[src/rtl/clock_edit_ctrl.sv]
// clock_edit_ctrl: debounced button front-end and view/edit sequencer for the counter control bus.
// Optional macro AUTO_REPEAT_EN adds hold-to-repeat on PLUS/MINUS while editing.
module clock_edit_ctrl #(
  parameter int DEBOUNCE_CYCLES = 16,
  parameter int NUM_SCREENS     = 3,
  parameter int NUM_POS         = 6,
  parameter int TIMEOUT_CYCLES  = 2**20,
  parameter int REPEAT_DELAY    = 2**16,
  parameter int REPEAT_RATE     = 2**13
) (
  input  logic       clk,
  input  logic       reset,
  input  logic       KeyModeRaw,
  input  logic       KeySetRaw,
  input  logic       KeyPlusRaw,
  input  logic       KeyMinusRaw,
  output logic [1:0] screen,
  output logic       EditMode,
  output logic [2:0] EditPos,
  output logic       KeyPlus,
  output logic       KeyMinus
);
  localparam int DW = $clog2(DEBOUNCE_CYCLES);
  localparam int TW = $clog2(TIMEOUT_CYCLES);
  if (DEBOUNCE_CYCLES < 2 || NUM_SCREENS > 4 || NUM_POS > 8 || REPEAT_RATE < 2 || REPEAT_DELAY < REPEAT_RATE)
    $error("clock_edit_ctrl: unsupported parameter set");
  typedef enum logic {VIEW = 1'b0, EDIT = 1'b1} state_t;
  state_t state, state_n;
  logic [3:0] raw, s1, s2, stab, pe;
  logic [DW-1:0] cnt [4];
  logic [TW-1:0] tmo, tmo_n;
  logic [1:0] screen_n;
  logic [2:0] pos_n;
  logic kp_n, km_n;
  logic ev_mode, ev_set, ev_plus, ev_minus;
  logic rep_plus, rep_minus, rep;
  // bit order: 0=MODE 1=SET 2=PLUS 3=MINUS, all active-low
  assign raw = {KeyMinusRaw, KeyPlusRaw, KeySetRaw, KeyModeRaw};
  always_ff @(posedge clk or negedge reset)
    if (!reset) begin
      s1 <= '1;
      s2 <= '1;
      stab <= '1;
      pe <= '0;
      for (int k = 0; k < 4; k++) cnt[k] <= '0;
    end else begin
      s1 <= raw;
      s2 <= s1;
      pe <= '0;
      for (int k = 0; k < 4; k++)
        if (s2[k] == stab[k]) cnt[k] <= '0;
        else if (cnt[k] == DW'(DEBOUNCE_CYCLES - 1)) begin
          cnt[k] <= '0;
          stab[k] <= s2[k];
          pe[k] <= ~s2[k];
        end else cnt[k] <= cnt[k] + 1'b1;
    end
  assign ev_set   = pe[1];
  assign ev_mode  = pe[0] & ~pe[1];
  assign ev_plus  = pe[2] & ~pe[3] & ~|pe[1:0];
  assign ev_minus = pe[3] & ~pe[2] & ~|pe[1:0];
`ifdef AUTO_REPEAT_EN
  localparam int RW = $clog2(REPEAT_DELAY);
  logic [RW-1:0] rcnt;
  logic ract, rdir, held;
  assign held = rdir ? ~stab[2] : ~stab[3];
  assign rep = ract & held & (state == EDIT) & ~|pe & (rcnt == RW'(REPEAT_DELAY - 1));
  assign rep_plus = rep & rdir;
  assign rep_minus = rep & ~rdir;
  // after the first wrap the counter restarts REPEAT_RATE short of the limit
  always_ff @(posedge clk or negedge reset)
    if (!reset) begin
      ract <= 1'b0;
      rdir <= 1'b0;
      rcnt <= '0;
    end else if (state == EDIT && (ev_plus || ev_minus)) begin
      ract <= 1'b1;
      rdir <= ev_plus;
      rcnt <= '0;
    end else if (!ract || state != EDIT || !held || |pe) ract <= 1'b0;
    else rcnt <= (rcnt == RW'(REPEAT_DELAY - 1)) ? RW'(REPEAT_DELAY - REPEAT_RATE) : rcnt + 1'b1;
`else
  assign rep_plus = 1'b0;
  assign rep_minus = 1'b0;
  assign rep = 1'b0;
`endif
  always_comb begin
    state_n = state;
    screen_n = screen;
    pos_n = EditPos;
    tmo_n = '0;
    kp_n = 1'b1;
    km_n = 1'b1;
    if (state == VIEW) begin
      if (ev_set) state_n = EDIT;
      else if (ev_mode) screen_n = (screen == 2'(NUM_SCREENS - 1)) ? 2'd0 : screen + 2'd1;
    end else begin
      kp_n = ~(ev_plus | rep_plus);
      km_n = ~(ev_minus | rep_minus);
      tmo_n = (|pe || rep) ? '0 : tmo + 1'b1;
      if ((ev_set && EditPos == 3'(NUM_POS - 1)) || ev_mode || (tmo == TW'(TIMEOUT_CYCLES - 1) && !(|pe || rep))) begin
        state_n = VIEW;
        pos_n = '0;
      end else if (ev_set) pos_n = EditPos + 3'd1;
    end
  end
  always_ff @(posedge clk or negedge reset)
    if (!reset) begin
      state <= VIEW;
      screen <= '0;
      EditPos <= '0;
      tmo <= '0;
      KeyPlus <= 1'b1;
      KeyMinus <= 1'b1;
    end else begin
      state <= state_n;
      screen <= screen_n;
      EditPos <= pos_n;
      tmo <= tmo_n;
      KeyPlus <= kp_n;
      KeyMinus <= km_n;
    end
  assign EditMode = (state == EDIT);
endmodule

[config.mk]
export PLATFORM = sky130hd
export DESIGN_NAME = clock_edit_ctrl
export DESIGN_NICKNAME = d
export VERILOG_FILES = /design/src/rtl/clock_edit_ctrl.sv
export SDC_FILE = /design/constraint.sdc
export NUM_CORES = 1
export LEC_CHECK = 0
export CAP_MARGIN = 5
export CORE_AREA = 5 5 72 74
export DETAILED_ROUTE_END_ITERATION = 8
export DIE_AREA = 0 0 77 79
export PLACE_DENSITY = 0.87
export SLEW_MARGIN = 0
export SYNTH_ARGS = -nofsm -noshare
export SYNTH_HDL_FRONTEND = slang
export SYNTH_SLANG_ARGS = --single-unit
[constraint.sdc]
create_clock -name clk -period 2.85 [get_ports clk]
set_input_delay 0.57 -clock clk [delete_from_list [all_inputs] [get_ports clk]]
set_output_delay 0.57 -clock clk [all_outputs]
set_load 0.01 [all_outputs]
==> impl_metrics.env, run 1 <==
# flow metrics
export IMPL_syn_inst=223
export IMPL_diodes=0
export IMPL_critPathBufInv=1
export IMPL_rsz0062_at_grt="no"
export IMPL_cts_root_buf="clkbuf_8"
export IMPL_crit_start="EditMode$_DFF_PN0_"
export IMPL_finalNetCount=257
export IMPL_fp_utilization_pct=57.4
export IMPL_comb_area_sq_um=1020
export IMPL_syn_nets=236
export IMPL_crit_family="buffers and inverters"
export IMPL_r2r_start="pe[1]$_DFF_PN0_"
export IMPL_grt_max_degree=61
export IMPL_post_cts_buffers=0
export IMPL_reg2regPathDepth=4
export IMPL_ys_flops=60
export IMPL_p_comb_mw=0.0564
export IMPL_postRouteAntennaNets=0
export IMPL_clkPwrFrac_pct=43.0
export IMPL_detailed_place_hpwl_mm=2.98
export IMPL_fin_area_sq_um=2970
export IMPL_holdWs_ns=0.229
export IMPL_swShare_pct=21.9
export IMPL_switching_power_mw=0.365
export IMPL_area_delta_synth_final_pct=14.0
export IMPL_cp_cell_sequence="clkdlybuf4s50_1"
export IMPL_drive_gt1_share_pct=16.1
export IMPL_cpPeakStageDelay_ns=0.60
export IMPL_drt_vias_per_instance=5.72
export IMPL_pwr_share_comb_pct=3.4
export IMPL_dr_max_layer_used="met4"
export IMPL_setup_violations=0
export IMPL_clock_path_buffers=2
export IMPL_slew_headroom_pct=72.9
export IMPL_critPathLaunchType="flop"
export IMPL_dr_pass1_iters=4
export IMPL_cts_tree="built"
export IMPL_ys_seq_share_pct=58.4
export IMPL_status="finished clean"
export IMPL_rows=25
export IMPL_timing_final_ws_setup_ns=0.830
export IMPL_finalSetupTns_ns=0
export IMPL_synth_avg_cell_area_sq_um=11.7
export IMPL_overflow=0
export IMPL_final_cells=303
export IMPL_edf_count=0
export IMPL_warnings=27
export IMPL_post_route_drc_count=0
export IMPL_p_total_mw=1.67
export IMPL_slowest_stage="clkdlybuf4s50_1"
export IMPL_grt_antenna_before_repair=0
export IMPL_crit_fanout=10
export IMPL_drtIter0Drc=122
export IMPL_clock_latency_ns=0.33
export IMPL_top_cells_by_area="dfrtp_1 (44%), dfstp_2 (14%), xnor2_1 (3.7%)"
export IMPL_clk_pin_slew_ns=0.07
export IMPL_ys_chip_area_sq_um=2600
export IMPL_ctsHtreeMaxLevel=3
export IMPL_num_fill_cells=335
export IMPL_yosysTopAreaCellShare_pct=44.3
export IMPL_cts_buffers_inserted=9
export IMPL_synth_distinct_cells=40
export IMPL_ys_warn_count=0
export IMPL_crit_cells=1
export IMPL_maxPowerGroup="sequential cells"
export IMPL_largest_area_cell="dfrtp_1"
export IMPL_grt_util_met1_pct=20.9
export IMPL_regToRegSetupSlack_ns=1.10
export IMPL_flop_cell="dfrtp_1"
export IMPL_syn_area_sq_um=2600
export IMPL_pg_seq_mw=0.894
export IMPL_fin_skew_ns=0.00845
export IMPL_power_density_nw_per_um2=562
export IMPL_hold_path_class="in2async"
export IMPL_use_met2_pct=26.4
export IMPL_p_seq_share_pct=53.6
export IMPL_grt_pass1_wl_mm=8.05
export IMPL_m1WireLength_mm=1.99
export IMPL_placeableCoreArea_sq_um=4540
export IMPL_yosysMostFrequentCell="dfrtp_1"
export IMPL_ir_drop_v=0.000510
export IMPL_hold_viol=0
export IMPL_arrival_ns=1.45
export IMPL_mostFrequentLayoutCells="dfrtp_1 (46), nor2_1 (21), dfstp_2 (14)"
export IMPL_critical_path_endpoint="EditMode"
export IMPL_critical_path_endpoint_type="output pin"
export IMPL_worstPathRequired_ns=2.28
export IMPL_ys_cells=223
export IMPL_r2r_end="tmo[14]$_DFF_PN0_"
export IMPL_grt_pass1_vias=1752
export IMPL_p_int_mw=1.30
export IMPL_cts_sinks=60
export IMPL_io_pins=14
export IMPL_dp_slack_ns=1.13
run 1: sequential cells by signal (all words and copies together), names as in the netlist, 2 cells and up:
name     flops
tmo         20
cnt         16
pe           4
s1           4
s2           4
stab         4
EditPos      3
screen       2
run 1: cells by family (layout without fill, tap and decap cells):
family,after synthesis,in the layout,share of synthesized area (%)
xor gates and xnor gates,21,21,7.07
adders and majority gates,7,7,3.37
and+or+nand+nor,87,87,19.8
DFF,60,60,58.4
muxes,5,5,2.16
AOI/OAI and AO/OA,32,32,6.98
buffers and inverters,11,37,2.21
run 1: cell type report:
type                       count  area share (%)
sequential                    60            51.2
clock inverter                 5            1.77
tap                           54            2.28
timing repair buffer          14            4.89
inverter                       7           0.886
multi-input combinational    152            34.5
clock buffer                  11            4.43
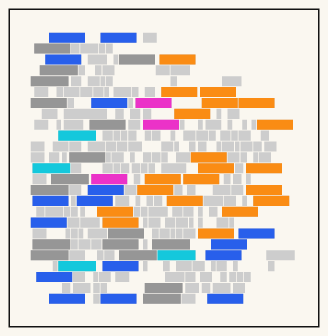
run_1/flops_by_reg.png
Other sequential cells in the stronger grey, the rest of the logic in the fainter grey.
| colour | netlist name | placed flops |
|---|---|---|
| orange | tmo | 20 |
| magenta | EditPos | 3 |
| blue | cnt | 16 |
| cyan | stab | 4 |
not coloured: 17
post-layout util: 65.4%
Flop area: 1520 sq um

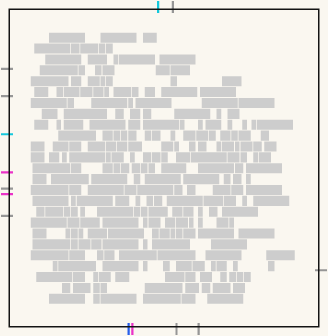
run_1/io_placement.png
Pins as bars across the die edge, other pins in grey.
| colour | port | pins | direction | edge |
|---|---|---|---|---|
| cyan | screen | 2 | output | 1 left, 1 top |
| blue | KeyMinusRaw | 1 | input | bottom |
| magenta | EditPos | 3 | output | 2 left, 1 bottom |
all pins by edge: 7 left, 4 bottom, 2 top, 1 right
Die Ht: 79 um
DIE WIDTH: 77 um
IO buf count: 13

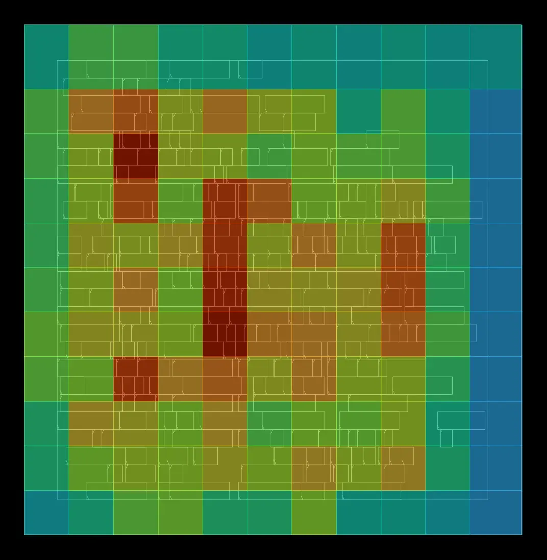
run_1/congestion.png
drt wl/cell: 14.7 um
met3 usage: 5.78%

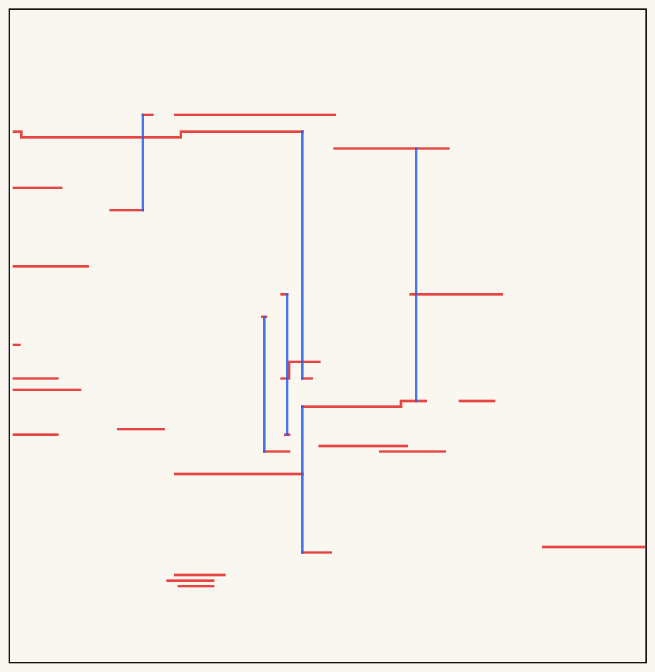
run_1/wires.png
Two of the layers only.
| colour | layer | wire length |
|---|---|---|
| blue | metal 4 | 123 um |
| red | metal 3 | 222 um |
Vias: 1732
Tot GR Track Use: 16.9%
Routed WL: 4.45 mm

==> run 1 -> run 2 <==
--- a/config.mk
+++ b/config.mk
@@ -6,10 +6,10 @@
 export NUM_CORES = 1
 export LEC_CHECK = 0
 export CAP_MARGIN = 5
-export CORE_AREA = 5 5 72 74
+export CORE_AREA = 5 5 73 75
 export DETAILED_ROUTE_END_ITERATION = 8
-export DIE_AREA = 0 0 77 79
-export PLACE_DENSITY = 0.87
+export DIE_AREA = 0 0 78 80
+export PLACE_DENSITY = 0.85
 export SLEW_MARGIN = 0
 export SYNTH_ARGS = -nofsm -noshare
 export SYNTH_HDL_FRONTEND = slang
==> constraint.sdc (replaced) <==
create_clock -name clk -period 2 [get_ports clk]
set_input_delay 0.4 -clock clk [delete_from_list [all_inputs] [get_ports clk]]
set_output_delay 0.4 -clock clk [all_outputs]
set_load 0.01 [all_outputs]
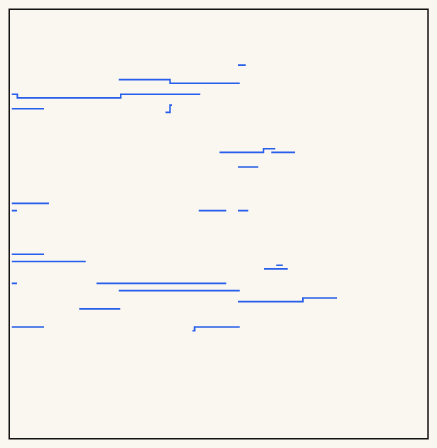
run_2/layer_met3.png
share of all routed wire: 4.8%
wire length on this layer: 213 um
met3 usage: 5.98%
Vias: 1720
Routed WL: 4.40 mm

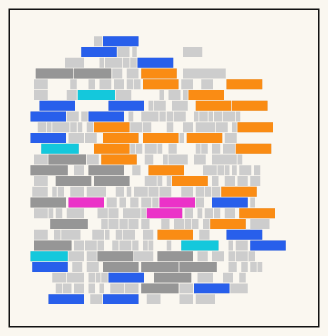
run_2/flops_by_reg.png
Other sequential cells in the stronger grey, the rest of the logic in the fainter grey.
| colour | netlist name | placed flops |
|---|---|---|
| cyan | stab | 4 |
| blue | cnt | 16 |
| orange | tmo | 20 |
| magenta | EditPos | 3 |
P_seq: 1.27 mW
post-layout util: 65.1%
flop share of the area: 50.7%

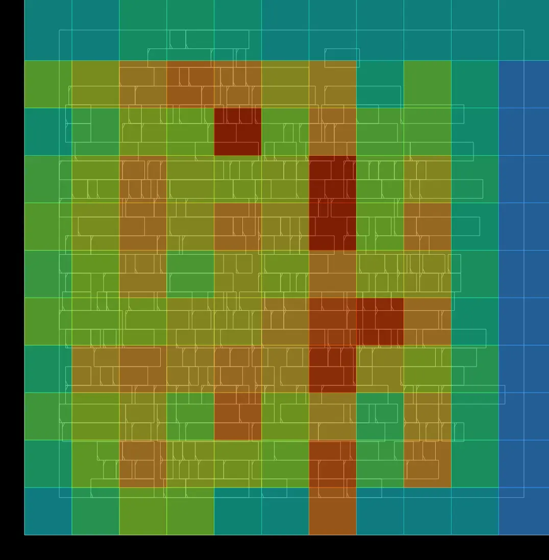
run_2/congestion.png
drt wl/cell: 14.3 um
Tot GR Track Use: 15.8%
met1 usage: 19.5%
grt met2 use: 24.0%

==> impl_metrics.env, run 2 <==
# flow metrics
export IMPL_status="finished clean"
export IMPL_top_cells_by_area="dfrtp_1 (44%), dfstp_2 (14%), xnor2_1 (3.7%)"
export IMPL_ys_seq_share_pct=58.4
export IMPL_grt_max_degree=31
export IMPL_ir_drop_v=0.000484
export IMPL_r2r_start="tmo[0]$_DFF_PN0_"
export IMPL_slew_headroom_pct=64.3
export IMPL_clock_path_buffers=2
export IMPL_arrival_ns=1.37
export IMPL_comb_area_sq_um=1020
export IMPL_ff_count=60
export IMPL_yosysMostFrequentCell="dfrtp_1"
export IMPL_rows=25
export IMPL_grt_pass1_vias=1742
export IMPL_r2r_end="tmo[14]$_DFF_PN0_"
export IMPL_crit_cells=1
export IMPL_finalSetupTns_ns=0
export IMPL_placeableCoreArea_sq_um=4600
export IMPL_syn_nets=236
export IMPL_pwr_share_comb_pct=3.4
export IMPL_syn_area_sq_um=2600
export IMPL_ys_chip_area_sq_um=2600
export IMPL_synth_distinct_cells=40
export IMPL_grt_pass1_wl_mm=7.61
export IMPL_crit_start="KeyPlus$_DFF_PN1_"
export IMPL_hold_viol=0
export IMPL_fin_skew_ns=0.00683
export IMPL_switching_power_mw=0.546
export IMPL_largest_register="tmo"
export IMPL_reg_largest_list="tmo (20), cnt (16)"
export IMPL_warnings=27
export IMPL_swShare_pct=22.8
export IMPL_grt_antenna_before_repair=0
export IMPL_drtIter0Drc=105
export IMPL_critPathLaunchType="flop"
export IMPL_regArea_sq_um=1520
export IMPL_p_comb_mw=0.0807
export IMPL_p_int_mw=1.85
export IMPL_cts_tree="built"
export IMPL_holdWs_ns=0.356
export IMPL_largest_cell_class="flip-flops and latches"
export IMPL_edf_count=0
export IMPL_reg2regPathDepth=5
export IMPL_cts_root_buf="clkbuf_8"
export IMPL_slowest_stage="clkdlybuf4s50_1"
export IMPL_clk_pin_slew_ns=0.06
export IMPL_yosysTopAreaCellShare_pct=44.3
export IMPL_postRouteAntennaNets=0
export IMPL_hold_start="s1[0]$_DFF_PN1_"
export IMPL_cpPeakStageDelay_ns=0.52
export IMPL_portBuffers=13
export IMPL_fin_area_sq_um=2990
export IMPL_timing_final_ws_setup_ns=0.228
export IMPL_nMultiInputCombCells=152
export IMPL_ys_cells=223
export IMPL_critical_path_endpoint="KeyPlus"
export IMPL_overflow=0
export IMPL_clock_latency_ns=0.34
export IMPL_detailed_place_hpwl_mm=3.04
export IMPL_crit_fanout=1
export IMPL_buffers=18
export IMPL_hold_path_class="reg2reg"
export IMPL_diodes=0
export IMPL_mostFrequentLayoutCells="dfrtp_1 (46), nor2_1 (21), dfstp_2 (14)"
export IMPL_synth_avg_cell_area_sq_um=11.7
export IMPL_buf_share_pct=5.52
export IMPL_ys_flops=60
export IMPL_clockBufferCount=9
export IMPL_inv_count=7
export IMPL_fp_dieH_um=80
export IMPL_worstPathRequired_ns=1.60
export IMPL_flop_cell="dfrtp_1"
export IMPL_cts_buffers_inserted=9
export IMPL_p_seq_share_pct=53.1
export IMPL_area_delta_synth_final_pct=15.1
export IMPL_die_w_um=78
export IMPL_setup_violations=0
export IMPL_num_fill_cells=348
export IMPL_critPathBufInv=1
export IMPL_cts_sinks=60
export IMPL_drt_vias_per_instance=5.60
export IMPL_syn_inst=223
export IMPL_fp_utilization_pct=56.6
export IMPL_critical_path_endpoint_type="output pin"
export IMPL_rsz0062_at_grt="no"
export IMPL_dr_pass1_iters=4
export IMPL_clkPwrFrac_pct=43.5
export IMPL_maxPowerGroup="sequential cells"
export IMPL_post_cts_buffers=0
export IMPL_largest_area_cell="dfrtp_1"
export IMPL_crit_family="buffers and inverters"
export IMPL_io_pins=14
export IMPL_ctsHtreeMaxLevel=3
export IMPL_cp_cell_sequence="clkdlybuf4s50_1"
export IMPL_largest_reg_flops=20
## run 2: cell count changes in the layout (fill, tap and decap cells not counted)
cell / before / now
clkinvlp_4: 1 / 3
clkbuf_1: 2 / 0
dlygate4sd3_1: 0 / 1
buf_4: 0 / 4
buf_12: 1 / 0
## run 2: kinds of logic after synthesis
group                    synth area share [%]
multiplexers                             2.16
adder cells (fa/ha/maj)                  3.37
XOR/XNOR                                 7.07
AND-OR/OR-AND                            6.98
AND/OR/NAND/NOR                          19.8
buffers and inverters                    2.21
flip-flops                               58.4
## run 2: layer usage
metal / part of all wire (%) / vias up / track usage [%]
li1: - / 843 / -
met1: 46 / 838 / 19.5
met2: 47 / 30 / 24.0
met3: 4.8 / 9 / 5.98
met4: 1.6 / 0 / 8.11
met5: 0 / - / 0
No activity file was given, so power comes from the tool's default toggle rates.
